`src/rtl/debug_pkg.sv`:
```
// Shared constants and small types for the debug trigger path: ebreak encoding,
// datapath widths and the register bundles held by the trigger logic.
package debug_pkg;

  localparam int unsigned XLEN      = 32;
  localparam int unsigned HIT_CNT_W = 8;

  localparam logic [XLEN-1:0] EBREAK_INST = 32'h00100073;

  typedef struct packed {
    logic            en;
    logic [XLEN-1:0] addr;
  } bp_reg_t;

  // PC of the last trigger, used to step off a breakpoint once.
  typedef struct packed {
    logic            valid;
    logic [XLEN-1:0] pc;
  } skip_reg_t;

  function automatic logic [HIT_CNT_W-1:0] sat_inc(input logic [HIT_CNT_W-1:0] v);
    return (&v) ? v : v + HIT_CNT_W'(1);
  endfunction

endpackage

```
`src/rtl/btn_debouncer.sv`:
```
// Raw button conditioning: 2-flop synchronizer, stability counter and a registered
// one-cycle pulse on each accepted press (release is silent).
module btn_debouncer #(
  parameter int unsigned DEBOUNCE_CYCLES = 200000
) (
  input  logic clk,
  input  logic rstn,
  input  logic raw,
  output logic pulse
);

  localparam int unsigned      CNT_W    = $clog2(DEBOUNCE_CYCLES);
  localparam logic [CNT_W-1:0] CNT_LAST = CNT_W'(DEBOUNCE_CYCLES - 1);

  logic             sync1_q, sync2_q;
  logic             stable_q, stable_d;
  logic             stable_dly_q;
  logic [CNT_W-1:0] cnt_q, cnt_d;
  logic             pulse_q, pulse_d;

  // Counter only runs while the synced level disagrees with the accepted one.
  always_comb begin
    stable_d = stable_q;
    cnt_d    = '0;
    if (sync2_q != stable_q) begin
      if (cnt_q == CNT_LAST) begin
        stable_d = sync2_q;
      end else begin
        cnt_d = cnt_q + CNT_W'(1);
      end
    end
  end

  always_comb begin
    pulse_d = stable_q & ~stable_dly_q;
  end

  always_ff @(posedge clk or negedge rstn) begin
    if (!rstn) begin
      sync1_q      <= 1'b0;
      sync2_q      <= 1'b0;
      stable_q     <= 1'b0;
      stable_dly_q <= 1'b0;
      cnt_q        <= '0;
      pulse_q      <= 1'b0;
    end else begin
      sync1_q      <= raw;
      sync2_q      <= sync1_q;
      stable_q     <= stable_d;
      stable_dly_q <= stable_q;
      cnt_q        <= cnt_d;
      pulse_q      <= pulse_d;
    end
  end

  assign pulse = pulse_q;

endmodule

```
`src/rtl/debug_trigger_unit.sv`:
```
// Debug event source for the debug clock controller: eBreak on ebreak/breakpoint
// retire (with one-shot step-off), plus debounced mode and step button pulses.
module debug_trigger_unit
  import debug_pkg::*;
#(
  parameter int unsigned DEBOUNCE_CYCLES = 200000
) (
  input  logic                 clk,
  input  logic                 rstn,
  input  logic                 btn_mode_raw,
  input  logic                 btn_step_raw,
  input  logic                 retire_valid,
  input  logic [XLEN-1:0]      retire_pc,
  input  logic [XLEN-1:0]      retire_inst,
  input  logic                 bp_we,
  input  logic [XLEN-1:0]      bp_addr_in,
  input  logic                 bp_en_in,
  output logic                 eBreak,
  output logic                 btn1,
  output logic                 btn2,
  output logic [XLEN-1:0]      last_hit_pc,
  output logic [HIT_CNT_W-1:0] hit_count
);

  logic [1:0] btn_raw;
  logic [1:0] btn_pulse;

  assign btn_raw = {btn_step_raw, btn_mode_raw};

  generate
    for (genvar gi = 0; gi < 2; gi++) begin : g_btn
      btn_debouncer #(
        .DEBOUNCE_CYCLES(DEBOUNCE_CYCLES)
      ) u_debouncer (
        .clk  (clk),
        .rstn (rstn),
        .raw  (btn_raw[gi]),
        .pulse(btn_pulse[gi])
      );
    end
  endgenerate

  assign btn1 = btn_pulse[0];
  assign btn2 = btn_pulse[1];

  bp_reg_t                bp_q, bp_d;
  skip_reg_t              skip_q, skip_d;
  logic                   ebreak_q, ebreak_d;
  logic [XLEN-1:0]        last_hit_pc_q, last_hit_pc_d;
  logic [HIT_CNT_W-1:0]   hit_count_q, hit_count_d;

  logic is_ebreak;
  logic bp_match;
  logic step_off;
  logic trigger;

  // Compare uses the registered breakpoint, so a same-cycle write takes effect next cycle.
  always_comb begin
    is_ebreak = (retire_inst == EBREAK_INST);
    bp_match  = bp_q.en && (retire_pc == bp_q.addr);
    step_off  = skip_q.valid && (retire_pc == skip_q.pc);
    trigger   = retire_valid && (is_ebreak || (bp_match && !step_off));
  end

  always_comb begin
    bp_d = bp_q;
    if (bp_we) begin
      bp_d.en   = bp_en_in;
      bp_d.addr = bp_addr_in;
    end

    // Any retire consumes the step-off window; a new trigger reopens it.
    skip_d = skip_q;
    if (retire_valid) begin
      skip_d.valid = trigger;
      if (trigger) begin
        skip_d.pc = retire_pc;
      end
    end

    ebreak_d      = trigger;
    last_hit_pc_d = trigger ? retire_pc : last_hit_pc_q;
    hit_count_d   = trigger ? sat_inc(hit_count_q) : hit_count_q;
  end

  always_ff @(posedge clk or negedge rstn) begin
    if (!rstn) begin
      bp_q          <= '0;
      skip_q        <= '0;
      ebreak_q      <= 1'b0;
      last_hit_pc_q <= '0;
      hit_count_q   <= '0;
    end else begin
      bp_q          <= bp_d;
      skip_q        <= skip_d;
      ebreak_q      <= ebreak_d;
      last_hit_pc_q <= last_hit_pc_d;
      hit_count_q   <= hit_count_d;
    end
  end

  assign eBreak      = ebreak_q;
  assign last_hit_pc = last_hit_pc_q;
  assign hit_count   = hit_count_q;

endmodule
```
`config.mk`:
```
export PLATFORM = sky130hd
export DESIGN_NAME = debug_trigger_unit
export DESIGN_NICKNAME = d
export VERILOG_FILES = /design/src/rtl/debug_pkg.sv /design/src/rtl/btn_debouncer.sv /design/src/rtl/debug_trigger_unit.sv
export SDC_FILE = /design/constraint.sdc
export NUM_CORES = 1
export LEC_CHECK = 0
export CAP_MARGIN = 0
export CORE_MARGIN = 1.5
export CORE_UTILIZATION = 51
export CTS_BUF_LIST = sky130_fd_sc_hd__clkbuf_8
export DETAILED_ROUTE_END_ITERATION = 8
export HOLD_SLACK_MARGIN = 0.1
export PLACE_DENSITY = 0.82
export REMOVE_ABC_BUFFERS = 1
export SYNTH_ARGS = -nofsm -noshare
export SYNTH_HDL_FRONTEND = slang
export SYNTH_SLANG_ARGS = --single-unit
```
`constraint.sdc`:
```
create_clock -name clk -period 3 [get_ports clk]
set_clock_uncertainty 0.15 [all_clocks]
set_input_delay 0.3 -clock clk [delete_from_list [all_inputs] [get_ports clk]]
set_output_delay 0.3 -clock clk [all_outputs]
set_load 0.005 [all_outputs]
```
run_1/gate_families.png
(2 px per um)
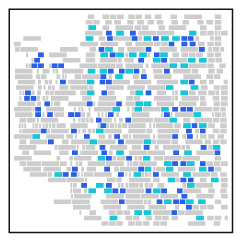
cyan -> multiplexers  # cells 69, most used mux2_2
blue -> XOR/XNOR gates  # cells 101, most used xnor2_1, where widely spread
Non-Filler Instances: 786
most used logic cell in the final layout: clkdlybuf4s50_1

run_1/zoom.png
Window x 71 to 96, y 71 to 96 um. Cells in grey, sequential cells in the stronger grey; small squares are vias.
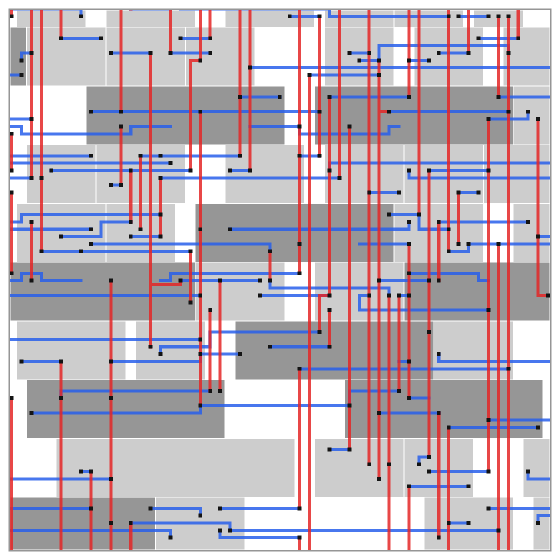
red -> met2
blue -> met1
netlist names of flops here include = skip_q (5), bp_q (4)
most frequent = dfrtp_1 (9), mux2_2 (8), clkdlybuf4s50_1 (8)
cells with their middle in the window = 35
sequential cells in the window = 9

==> ci_impl_report.md, run 1 <==
## Synthesis and layout report

| Metric | Value |
|---|---|
| Seq share, synth | `0.511` |
| Sequential Power Share | `0.448` |
| DRT antenna net count | `0` |
| Largest net degree at the start of global routing | `55` |
| Final-report hold violation count | `0` |
| Fmax | `0.391 GHz` |
| Worst-path cell chain | `xor2_1 > nor4_1 > nand2_1 > and3b_1 > a31oi_4 > buf_12 > nor4_1 > mux2i_1` |
| Port-buffer cells | `145` |
| Clk slew on worst S/H paths | `0.07 ns` |
| Net Sw Power | `0.833 mW` |
| Via count | `4,174` |
| Worst R2R Start | `bp_q[30]$_DFFE_PN0P_` |
| Dominant kind of cell | `flip-flops and latches` |
| Final clock-cell share | `0.0620` |
| Cell-internal power | `3.02 mW` |
| Multi-input logic portion of the cell area | `0.331` |
| Boundary pin count | `146` |
| Vias per cell | `5.31` |
| H-tree Lvls | `4` |
| DRT met1 WL | `5.63 mm` |
| Seq. cell area | `3030 um2` |
| Syn. warnings | `0` |
| Placed Cells | `753` |
| Total gr overflow | `0` |
| Most common cell in the netlist | `dfrtp_1` |
| #FFs+latches synth | `121` |
| Post-layout period usage | `0.853` |
| Layout Nets | `736` |
| Detail Placement HPWL | `10.5 mm` |
| Seq pwr | `1.72 mW` |
| Pre-Place Util | `0.522` |
| First-pass GRT wire length | `22.9 mm` |
| Slowest stage cell, crit path | `nor4_1` |
| Most common cell on crit path | `nor4_1` |
| Final hold slack | `0.164 ns` |
| Initial antenna violation count | `0` |
| Clock Tree Buf Depth | `2` |
| CP Depth | `8` |
| Worst rel slew slack | `0.421` |
| Top Layout Cells | `143 x clkdlybuf4s50_1, 121 x dfrtp_1, 68 x mux2_2, 56 x xnor2_1, 48 x nor2_1` |
| Setup CP Type | `reg2reg` |
| Vias in the first global route | `4,534` |
| Commonest cells post-synth | `121 x dfrtp_1, 68 x mux2_2, 56 x xnor2_1, 48 x nor2_1, 45 x xor2_1` |
| Mapped Cells | `505` |
| Run status | `completed` |
| Core Rows | `39` |
| Share of cells above drive strength 1 | `0.173` |
| Delay-heaviest family, CP | `simple AND/OR/NAND/NOR gates` |
| Most flop-heavy register | `g_btn.u_debouncer.cnt_q` |
| Number of clock buffers in the layout | `19` |
run_1/final_congestion.png
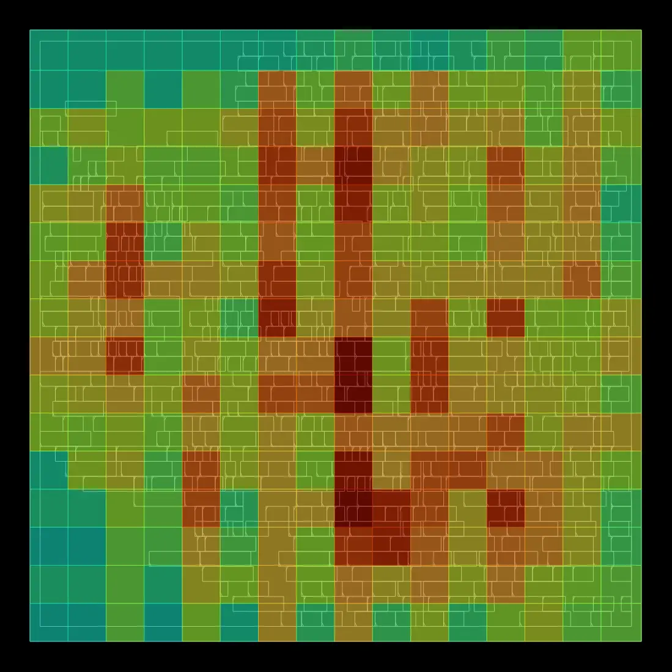
GR peak layer: met2
total track usage: 0.237
wire per inst: 17.6 um
met1 Track Usage GR: 0.281
met3 usage: 0.0667

run_1/met1.png
(2 px per um)
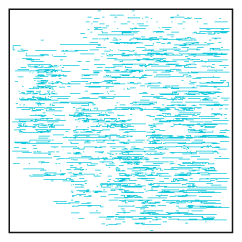
share of all routed wire = 41%
main direction = horizontal

==> run 1: worst min path at each step <==
stage	cells past startpoint	slack, ns	to
4_1_cts	1	0.15	g_btn[1].u_debouncer.sync1_q$_DFF_PN0_
3_3_place_gp	0	0.18	g_btn[1].u_debouncer.sync2_q$_DFF_PN0_
3_5_place_dp	0	0.19	g_btn[1].u_debouncer.sync2_q$_DFF_PN0_
5_1_grt	1	0.15	g_btn[1].u_debouncer.sync1_q$_DFF_PN0_
6_report	1	0.16	g_btn[1].u_debouncer.sync1_q$_DFF_PN0_
2_1_floorplan	0	-0.15	bp_q[0]$_DFFE_PN0P_
==> run 1: repair_timing <==
action | CTS | global route
hold buffers | 1 | 0
gates resized | 0 | 0
endpoints found under the hold margin | 52 | 0
run_1/registers.png
(4 px per um)
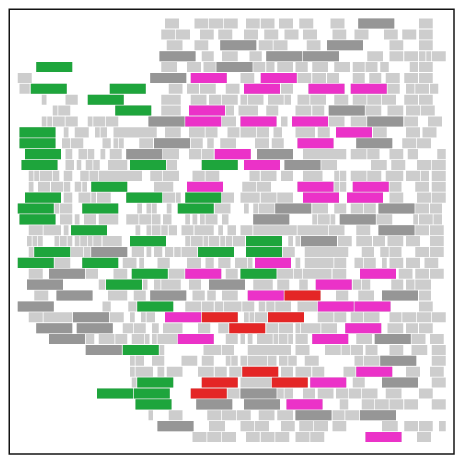

## Run 2: what changed since run 1
--- a/config.mk
+++ b/config.mk
@@ -7,11 +7,11 @@
 export LEC_CHECK = 0
 export CAP_MARGIN = 0
 export CORE_MARGIN = 1.5
-export CORE_UTILIZATION = 51
+export CORE_UTILIZATION = 55
 export CTS_BUF_LIST = sky130_fd_sc_hd__clkbuf_8
 export DETAILED_ROUTE_END_ITERATION = 8
 export HOLD_SLACK_MARGIN = 0.1
-export PLACE_DENSITY = 0.82
+export PLACE_DENSITY = 0.88
 export REMOVE_ABC_BUFFERS = 1
 export SYNTH_ARGS = -nofsm -noshare
 export SYNTH_HDL_FRONTEND = slang
==> constraint.sdc (replaced) <==
create_clock -name clk -period 3.1 [get_ports clk]
set_clock_uncertainty 0.15 [all_clocks]
set_input_delay 0.31 -clock clk [delete_from_list [all_inputs] [get_ports clk]]
set_output_delay 0.31 -clock clk [all_outputs]
set_load 0.005 [all_outputs]
run_2/registers.png
(4 px per um)
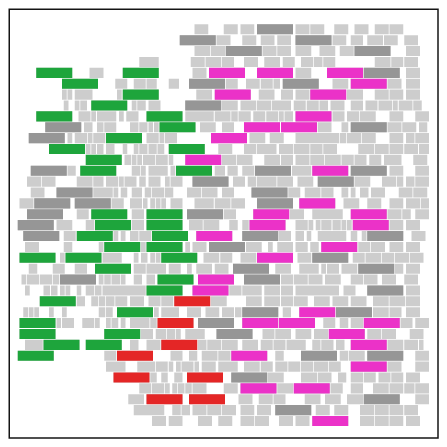
red -> hit_count  # sequential cells 8, where south
green -> g_btn.u_debouncer.cnt_q  # sequential cells 36
magenta -> skip_q  # sequential cells 33

run_2/gate_families.png
(2 px per um)
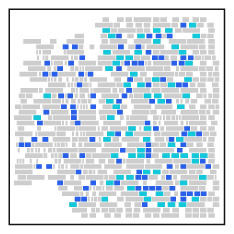
blue -> XOR/XNOR gates  # cells 101, most used xnor2_1, where widely spread
cyan -> multiplexers  # cells 69, most used mux2_2
multi-input logic portion of the cell area: 0.335
Non-Filler Instances: 780

==> run 2 against run 1 <==
  * Register-to-register slack better by 0.19 ns
  * Synthesized cell count stayed put
  * Core utilization is 5.8 points higher
  * Setup slack better by 0.19 ns
  * Routed wire length is 0.97% higher
  * Non-clock buffer count is 1 higher
  * Largest cell class unchanged
==> ci_impl_report.md, run 2 <==
## Synthesis and layout report

| Metric | Value |
|---|---|
| Run status | `completed` |
| Core Rows | `37` |
| Vias in the first global route | `4,490` |
| DRT antenna net count | `0` |
| Comb power | `0.357 mW` |
| #FFs+latches synth | `121` |
| Comb_multi_in | `336` |
| Initial antenna violation count | `0` |
| CP Depth | `8` |
| Cts repair resizes | `0` |
| First-pass GRT wire length | `22.4 mm` |
| CTS hold repair buffers | `1` |
| Commonest cells post-synth | `121 x dfrtp_1, 68 x mux2_2, 56 x xnor2_1, 48 x nor2_1, 45 x xor2_1` |
| Total gr overflow | `0` |
| Port-buffer cells | `145` |
| Post-layout period usage | `0.798` |
| Worst rel slew slack | `0.438` |
| Pre-Place Util | `0.572` |
| Final-report hold violation count | `0` |
| Worst hold stages | `1` |
| Syn. warnings | `0` |
| Sequential Power Share | `0.482` |
| Largest net degree at the start of global routing | `67` |
| Cell-internal power | `2.65 mW` |
| Clock Tree Buf Depth | `2` |
| Most flop-heavy register | `g_btn.u_debouncer.cnt_q` |
| Worst R2R Start | `bp_q[24]$_DFFE_PN0P_` |
| Number of clock buffers in the layout | `18` |
| Total track usage | `0.259` |
| Share of cells above drive strength 1 | `0.172` |
| Fmax | `0.404 GHz` |
| Mapped Cells | `505` |
| Setup repair bufs after CTS | `0` |
| Seq. cell area | `3030 um2` |
| Top Layout Cells | `144 x clkdlybuf4s50_1, 121 x dfrtp_1, 68 x mux2_2, 56 x xnor2_1, 48 x nor2_1` |
| Hold EP | `g_btn[0].u_debouncer.sync1_q$_DFF_PN0_` |
| Setup CP Type | `reg2reg` |
| Final clock-cell share | `0.0522` |
| Delay-heaviest family, CP | `simple AND/OR/NAND/NOR gates` |
| CP bufs+invs | `1` |
| Pre-CTS setup slack | `0.195 ns` |
| Net Sw Power | `0.809 mW` |
| Detail Placement HPWL | `10.3 mm` |
| Clk slew on worst S/H paths | `0.07 ns` |
| H-tree Lvls | `4` |
| Seq pwr | `1.67 mW` |
| Seq share, synth | `0.511` |
| Most used logic cell in the final layout | `clkdlybuf4s50_1` |
| Dominant kind of cell | `flip-flops and latches` |
## run 2: cell counts after synthesis
No cell type changed its count.
## run 2: kinds of logic (layout without fill, tap and decap cells)
logic type,count (synthesis),in the layout,synth area share
AND-OR/OR-AND,8,8,0.0114
XOR/XNOR,101,101,0.149
adder cells (fa/ha/maj),3,3,0.00633
buffers and inverters,48,187,0.0534
flip-flops,121,121,0.511
multiplexers,69,69,0.131
AND/OR/NAND/NOR,155,155,0.138
## run 2: layer usage
metal,global-route usage,vias to the layer above,part of all wire
met5,0,-,0
li1,-,1955,-
met2,0.469,147,0.52
met3,0.0711,22,0.071
met4,0.0962,0,0.019
met1,0.291,2073,0.39
## run 2: metrics by stage
stage	std cells	hold WS, ns
floorplan	461	-0.136
detailed placement	747	0.186
finish	780	0.169
global route	780	0.161
global placement	747	0.183
CTS	780	0.147
run_2/final_congestion.png
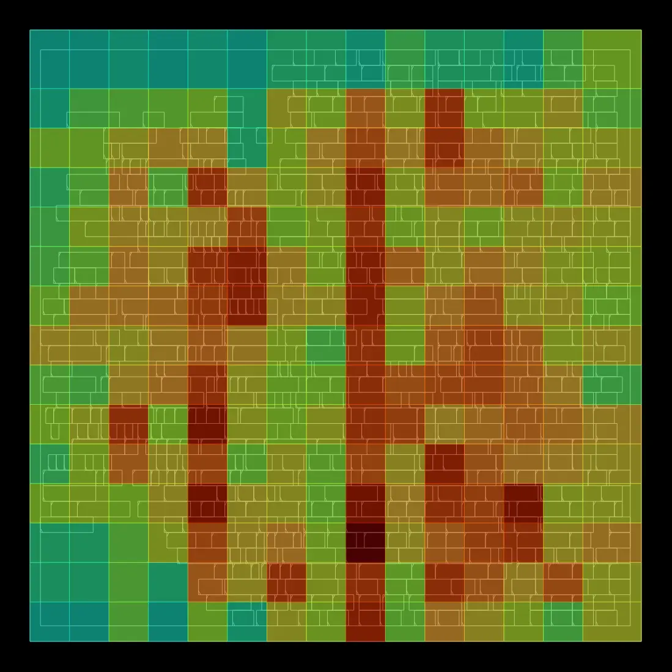

## Run 3: what changed since run 2
--- a/config.mk
+++ b/config.mk
@@ -7,11 +7,11 @@
 export LEC_CHECK = 0
 export CAP_MARGIN = 0
 export CORE_MARGIN = 1.5
-export CORE_UTILIZATION = 55
+export CORE_UTILIZATION = 51
 export CTS_BUF_LIST = sky130_fd_sc_hd__clkbuf_8
 export DETAILED_ROUTE_END_ITERATION = 8
 export HOLD_SLACK_MARGIN = 0.1
-export PLACE_DENSITY = 0.88
+export PLACE_DENSITY = 0.82
 export REMOVE_ABC_BUFFERS = 1
 export SYNTH_ARGS = -nofsm -noshare
 export SYNTH_HDL_FRONTEND = slang
==> constraint.sdc (replaced) <==
create_clock -name clk -period 2.3 [get_ports clk]
set_clock_uncertainty 0.15 [all_clocks]
set_input_delay 0.23 -clock clk [delete_from_list [all_inputs] [get_ports clk]]
set_output_delay 0.23 -clock clk [all_outputs]
set_load 0.005 [all_outputs]
run_3/final_congestion.png
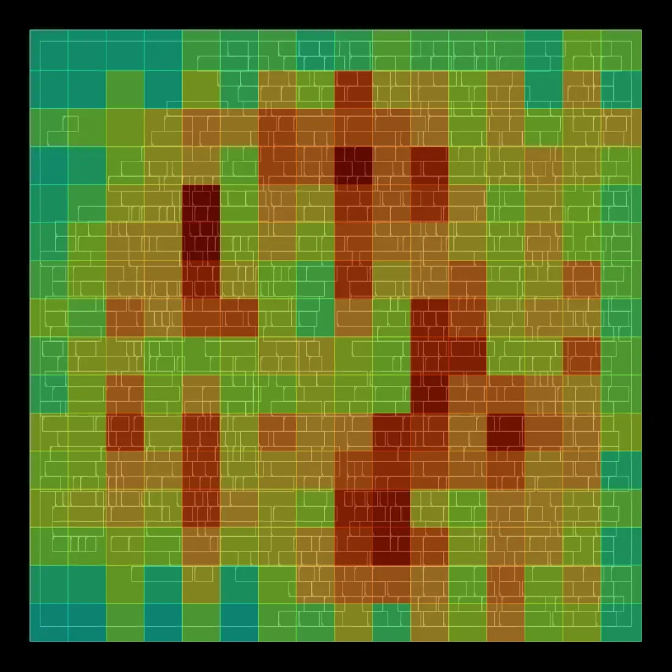
met2 usage: 0.429
met3 usage: 0.0793
met1 Track Usage GR: 0.281

==> run 3 against run 2 <==
  * The flow now finishes with violations (setup timing)
  * Global-route usage is 1.1 points lower
  * First-iteration DRC count is 0.68% higher
  * Final cell count up 5.8%
  * Sequential power increased by 35%
  * Core utilization fell by 1.7 points
  * Critical path depth stayed put
  * Non-clock buffer count increased by 38
  * Via count is 5.1% higher
  * Clock power grew 66%
  * Power is 49% higher
  * Flip-flop count did not move
  * Routed wire length grew 5.0%
  * Critical endpoint is now hit_count[6]$_DFFE_PN0P_
==> ci_impl_report.md, run 3 <==
## Synthesis and layout report

| Metric | Value |
|---|---|
| Cell-internal power | `4.04 mW` |
| Setup violators final | `37` |
| Largest net degree at the start of global routing | `50` |
| Initial antenna violation count | `0` |
| AO/OA Area Share | `0.0114` |
| Seq. cell area | `3030 um2` |
| Cts repair resizes | `17` |
| Final hold slack | `0.160 ns` |
| Most common cell in the netlist | `dfrtp_1` |
| Mapped Cells | `505` |
| Met3 WL | `1.04 mm` |
| Mux cell area share | `0.131` |
| Failing checks | `setup timing` |
| Post-layout period usage | `1.08` |
| DRT met1 WL | `5.70 mm` |
| Comb_multi_in | `336` |
| Port-buffer cells | `145` |
| Detail Placement HPWL | `10.5 mm` |
| Final-report hold violation count | `0` |
| Multi-input logic portion of the cell area | `0.328` |
| #FFs+latches synth | `121` |
| Final clock-cell share | `0.0603` |
| Setup repair bufs after CTS | `4` |
| Comb power | `0.526 mW` |
| Commonest cells post-synth | `121 x dfrtp_1, 68 x mux2_2, 56 x xnor2_1, 48 x nor2_1, 45 x xor2_1` |
| Run status | `finished, violations left` |
| Met2 routed WL | `7.47 mm` |
| Fmax | `0.403 GHz` |
| Slowest stage cell, crit path | `dfrtp_1` |
| Worst-path cell chain | `xor2_1 > nor4_2 > nand2_1 > and3b_2 > a31oi_4 > buf_12 > or3_4 > mux2i_1` |
| Vias per cell | `5.35` |
| Total track usage | `0.248` |
| Worst R2R Start | `bp_q[20]$_DFFE_PN0P_` |
| Placed Cells | `783` |
| Final Worst Setup Slack | `-0.180 ns` |
| Worst rel slew slack | `0.666` |
| Simple share | `0.138` |
| Dominant kind of cell | `flip-flops and latches` |
| Yosys adder share | `0.00633` |
| Clk slew on worst S/H paths | `0.07 ns` |
| GR peak layer | `met2` |
run_3/zoom.png
Window x 71 to 96, y 71 to 96 um. Cells in grey, sequential cells in the stronger grey; small squares are vias.
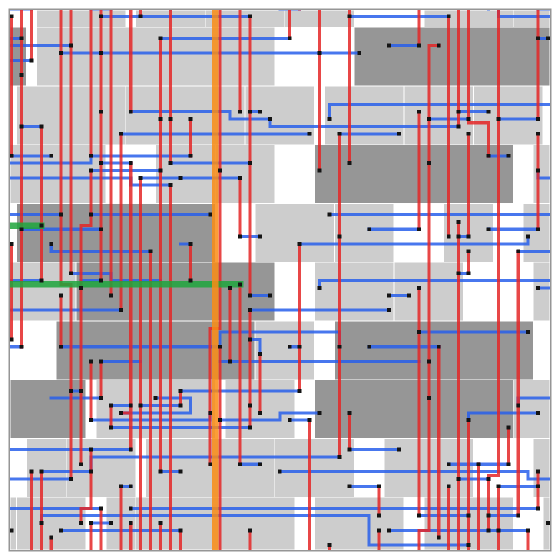
orange -> met4
red -> met2
green -> met3
blue -> met1
cells with their middle in the window = 36
netlist names of flops here include = bp_q (4), skip_q (3)
most frequent = dfrtp_1 (7), xnor2_1 (6), buf_4 (5)
sequential cells in the window = 7

[run 3: through the flow]
| stage | power [mW] | instance area [um2] |
|---|---|---|
| finish | 5.14 | 8280 |
| global route | 5.32 | 8280 |
| CTS | 5.19 | 8190 |
| detailed placement | 2.80 | 7530 |
| global placement | 2.78 | 7530 |
| floorplan | 2.46 | 5630 |
[run 3: worst max-delay path, delay by kind of cell, from the launching register on]
family,cells,cell delay [ns]
buf+inv,1,0.19
simple gates,4,1.17
mux,1,0.17
flops,1,0.40
xor+xnor,1,0.18
compound gates,1,0.12
[run 3: kinds of logic (layout without fill, tap and decap cells)]
kind of cell / after synthesis / in the layout
compound gates: 8 / 8
xor+xnor: 101 / 101
fa+ha+maj: 3 / 3
buf+inv: 48 / 225
flops: 121 / 121
mux: 69 / 69
simple gates: 155 / 155
No activity file was given, so power comes from the tool's default toggle rates.
